### src/rtl/dsp_mac_sequencer.sv
// dsp_mac_sequencer: feeds operand pairs into one DSP slice, sequences OPMODE so
// that every N_TAPS products form one accumulated dot product, and returns each
// finished 48-bit sum on a valid/ready result stream.
//
// The slice is configured with A1REG/B1REG/MREG/PREG/OPMODEREG = 1. This block
// adds one issue register and one OPMODE register in front of it. A one-bit
// "done" tag runs alongside so that it lines up with the cycle in which DSP_P
// holds the finished sum. A full result register combined with a new sum
// arriving freezes the whole pipeline, including the slice through DSP_CE.
module dsp_mac_sequencer #(
   parameter int N_TAPS = 8,
   parameter int CNT_W  = 10
) (
   input  logic        CLK,
   input  logic        RSTN,
   input  logic        S_VALID,
   output logic        S_READY,
   input  logic [17:0] S_A,
   input  logic [17:0] S_B,
   output logic        R_VALID,
   input  logic        R_READY,
   output logic [47:0] R_DATA,
   output logic [17:0] DSP_A,
   output logic [17:0] DSP_B,
   output logic [7:0]  DSP_OPMODE,
   output logic        DSP_CE,
   input  logic [47:0] DSP_P
);

   // OPMODE encodings: X = bits[1:0] (01 = M), Z = bits[3:2] (10 = P).
   localparam logic [7:0] OPM_FIRST = 8'h01;   // P = M
   localparam logic [7:0] OPM_ACC   = 8'h09;   // P = P + M
   localparam logic [7:0] OPM_HOLD  = 8'h08;   // P = P
   localparam logic [CNT_W-1:0] LAST_TAP = CNT_W'(N_TAPS - 1);

   // Tag that travels with each issued pair.
   typedef struct packed {
      logic vld;
      logic first;
      logic last;
   } tag_t;

   logic [CNT_W-1:0] tap_cnt_q, tap_cnt_d;
   logic [17:0]      iss_a_q, iss_a_d;
   logic [17:0]      iss_b_q, iss_b_d;
   tag_t             iss_tag_q, iss_tag_d;
   logic [7:0]       opmode_q, opmode_d;
   logic             done1_q, done1_d;
   logic             done2_q, done2_d;
   logic             done3_q, done3_d;
   logic             r_valid_q, r_valid_d;
   logic [47:0]      r_data_q, r_data_d;

   logic stall;
   logic accept;
   logic capture;

   // Handshake and slice enable; RSTN is folded in so that both read 0 while in reset.
   always_comb begin
      stall   = done3_q && r_valid_q && !R_READY;
      S_READY = RSTN && !stall;
      DSP_CE  = RSTN && !stall;
      accept  = S_VALID && S_READY;
      capture = done3_q && !stall;
   end

   // Next-state logic for the issue, OPMODE, done and result registers.
   always_comb begin
      // NOTE: every output of this block is assigned a default first, so no path can leave a value unassigned and infer a latch.
      tap_cnt_d = tap_cnt_q;
      iss_a_d   = iss_a_q;
      iss_b_d   = iss_b_q;
      iss_tag_d = iss_tag_q;
      opmode_d  = opmode_q;
      done1_d   = done1_q;
      done2_d   = done2_q;
      done3_d   = done3_q;
      r_valid_d = r_valid_q;
      r_data_d  = r_data_q;

      if (!stall) begin
         // Issue stage: a pair or a zero bubble.
         iss_a_d         = accept ? S_A : 18'd0;
         iss_b_d         = accept ? S_B : 18'd0;
         iss_tag_d.vld   = accept;
         iss_tag_d.first = accept && (tap_cnt_q == '0);
         iss_tag_d.last  = accept && (tap_cnt_q == LAST_TAP);
         if (accept) begin
            tap_cnt_d = (tap_cnt_q == LAST_TAP) ? '0 : tap_cnt_q + CNT_W'(1);
         end

         // OPMODE follows the issue tag by one cycle, which matches the slice's A1/B1 stage.
         if (!iss_tag_q.vld) begin
            opmode_d = OPM_HOLD;
         end else if (iss_tag_q.first) begin
            opmode_d = OPM_FIRST;
         end else begin
            opmode_d = OPM_ACC;
         end

         // done3 lines up with P holding the finished sum.
         done1_d = iss_tag_q.vld && iss_tag_q.last;
         done2_d = done1_q;
         done3_d = done2_q;
      end

      // Result register: a capture takes priority over a drain in the same cycle.
      if (capture) begin
         r_data_d  = DSP_P;
         r_valid_d = 1'b1;
      end else if (r_valid_q && R_READY) begin
         r_valid_d = 1'b0;
      end
   end

   // State registers; reset discards any partial vector.
   always_ff @(posedge CLK or negedge RSTN) begin
      if (!RSTN) begin
         // NOTE: registers use non-blocking assignments so that every flop samples the pre-edge values.
         tap_cnt_q <= '0;
         iss_a_q   <= '0;
         iss_b_q   <= '0;
         iss_tag_q <= '0;
         opmode_q  <= '0;
         done1_q   <= 1'b0;
         done2_q   <= 1'b0;
         done3_q   <= 1'b0;
         r_valid_q <= 1'b0;
         r_data_q  <= '0;
      end else begin
         tap_cnt_q <= tap_cnt_d;
         iss_a_q   <= iss_a_d;
         iss_b_q   <= iss_b_d;
         iss_tag_q <= iss_tag_d;
         opmode_q  <= opmode_d;
         done1_q   <= done1_d;
         done2_q   <= done2_d;
         done3_q   <= done3_d;
         r_valid_q <= r_valid_d;
         r_data_q  <= r_data_d;
      end
   end

   assign DSP_A      = iss_a_q;
   assign DSP_B      = iss_b_q;
   assign DSP_OPMODE = opmode_q;
   assign R_VALID    = r_valid_q;
   assign R_DATA     = r_data_q;

endmodule

### config.mk
export PLATFORM = sky130hd
export DESIGN_NAME = dsp_mac_sequencer
export DESIGN_NICKNAME = d
export VERILOG_FILES = /design/src/rtl/dsp_mac_sequencer.sv
export SDC_FILE = /design/constraint.sdc
export NUM_CORES = 1
export LEC_CHECK = 0
export CORE_ASPECT_RATIO = 2
export CORE_MARGIN = 5
export CORE_UTILIZATION = 30
export DETAILED_ROUTE_END_ITERATION = 8
export GPL_ROUTABILITY_DRIVEN = 0
export PLACE_DENSITY = 0.7
export SYNTH_ARGS = -nofsm -noshare
export SYNTH_HDL_FRONTEND = slang
export SYNTH_SLANG_ARGS = --single-unit
### constraint.sdc
create_clock -name CLK -period 3 [get_ports CLK]
set_input_delay 0.6 -clock CLK [delete_from_list [all_inputs] [get_ports CLK]]
set_output_delay 0.6 -clock CLK [all_outputs]
set_load 0.03 [all_outputs]
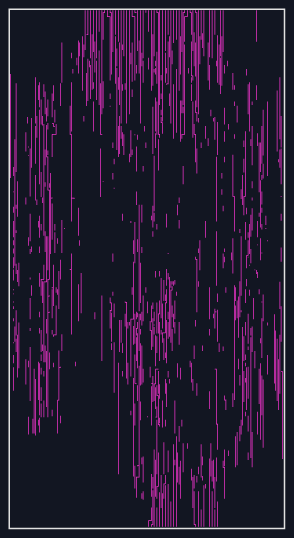
layer_met2.png
Scale: 3 px per um.
nets with wire on the layer = 489
main direction = vertical
wire length on this layer = 5630 um
share of all routed wire = 55%
longest straight run = 45.9 um

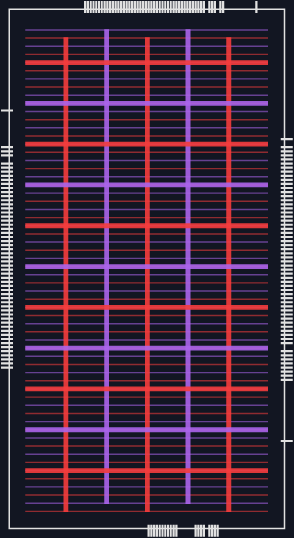
power_grid.png
Scale: 3 px per um. Pins as bars on the die edge.
VSS -> red
VDD -> purple
met1 rails = 60
signal pins = 183

==> flow_summary.toml <==
# generated from flow reports
[run_status]
status = "finished, final reports clean"

[synth]
yosys.area_share.xor_xnor_pct = 1.55
yosys_area_mm2 = 0.00396
synthTopCellsByCount = "103 x dfrtp_1, 49 x mux2_2, 36 x a22o_1"
yosysWarnings = 0
ys_sh_mux_pct = 13.9

[global_routing]
grt_pass1_wl_um = 16500
grt_use_met2_pct = 23.7
antenna_found_initial = 0
overflow = 0

[power_and_ir_drop]
p_switching_mw = 1.06
p_int_mw = 2.68
p_clk_share_pct = 32.0
p_comb_mw = 0.904
report.power.total_mw = 3.75
p_sw_share_pct = 28.4

[final_layout]
instances_no_fill = 602
nFillCells = 1196
largest_register_ffs = 48
diodes = 0

[hold_path]
hold_class = "in2async"

[routing]
vias = 2809
wirelength_um = 10300
drt_pass1_iterations = 4
routedWlPerCell_um = 17.1
ant_nets = 0
routed_via_density = 4.67

[floorplanning]
fp.dieH_um = 173
coreArea_mm2 = 0.0130
fp_util_pct = 30.5

[run]
max-cap-violations = 0

[critical_path]
cp-startpoint = "R_READY"
end_kind = "output port"
critPathCapture = "DSP_CE"

[cts]
root_buffer = "clkbuf_16"
ctsHoldBuffers = 0

[final_timing]
max_freq_mhz = 380
holdWs_ps = 390
skew_ps = 8.26
finalCriticalPeriod_ps = 2630
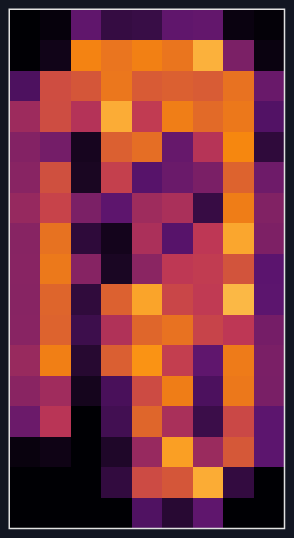
cell_density.png
Scale: 3 px per um. The die is cut into 9 by 17 equal tiles; black is low, pale yellow is high, 0 to 100% covered.
tiles over 75% full = 5.2%
fullest tile = 85%
emptiest ninth of the die = lower left
nearly empty tiles = 11%

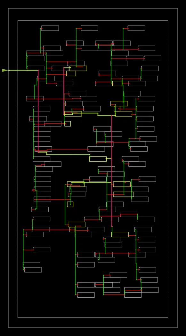
clocks.png
cts bufs inserted: 9
Clock Sink Count: 103
Late-Pin Clk Latency: 340 ps
flip-flops: 103
clk pwr: 1.20 mW

-- metal layers --
metal | part of all wire, % | up-vias
li1 | - | 1298
met1 | 35 | 1368
met2 | 55 | 129
met3 | 8.0 | 14
met4 | 2.3 | 0
met5 | 0 | -
-- through the flow --
step	setup WS (ps)	cell area (um2)	utilization, %
2_1_floorplan	1040	3980	-
3_3_place_gp	368	5890	45.3
3_5_place_dp	373	5890	45.3
4_1_cts	365	6200	47.7
5_1_grt	325	6200	47.7
6_report	367	6200	47.7
-- critical path: stages --
cell	delay, ps
clkdlybuf4s50_1	490
nand3b_1	130
and2_1	140
clkdlybuf4s50_1	670
Power and IR drop assume default switching activity.
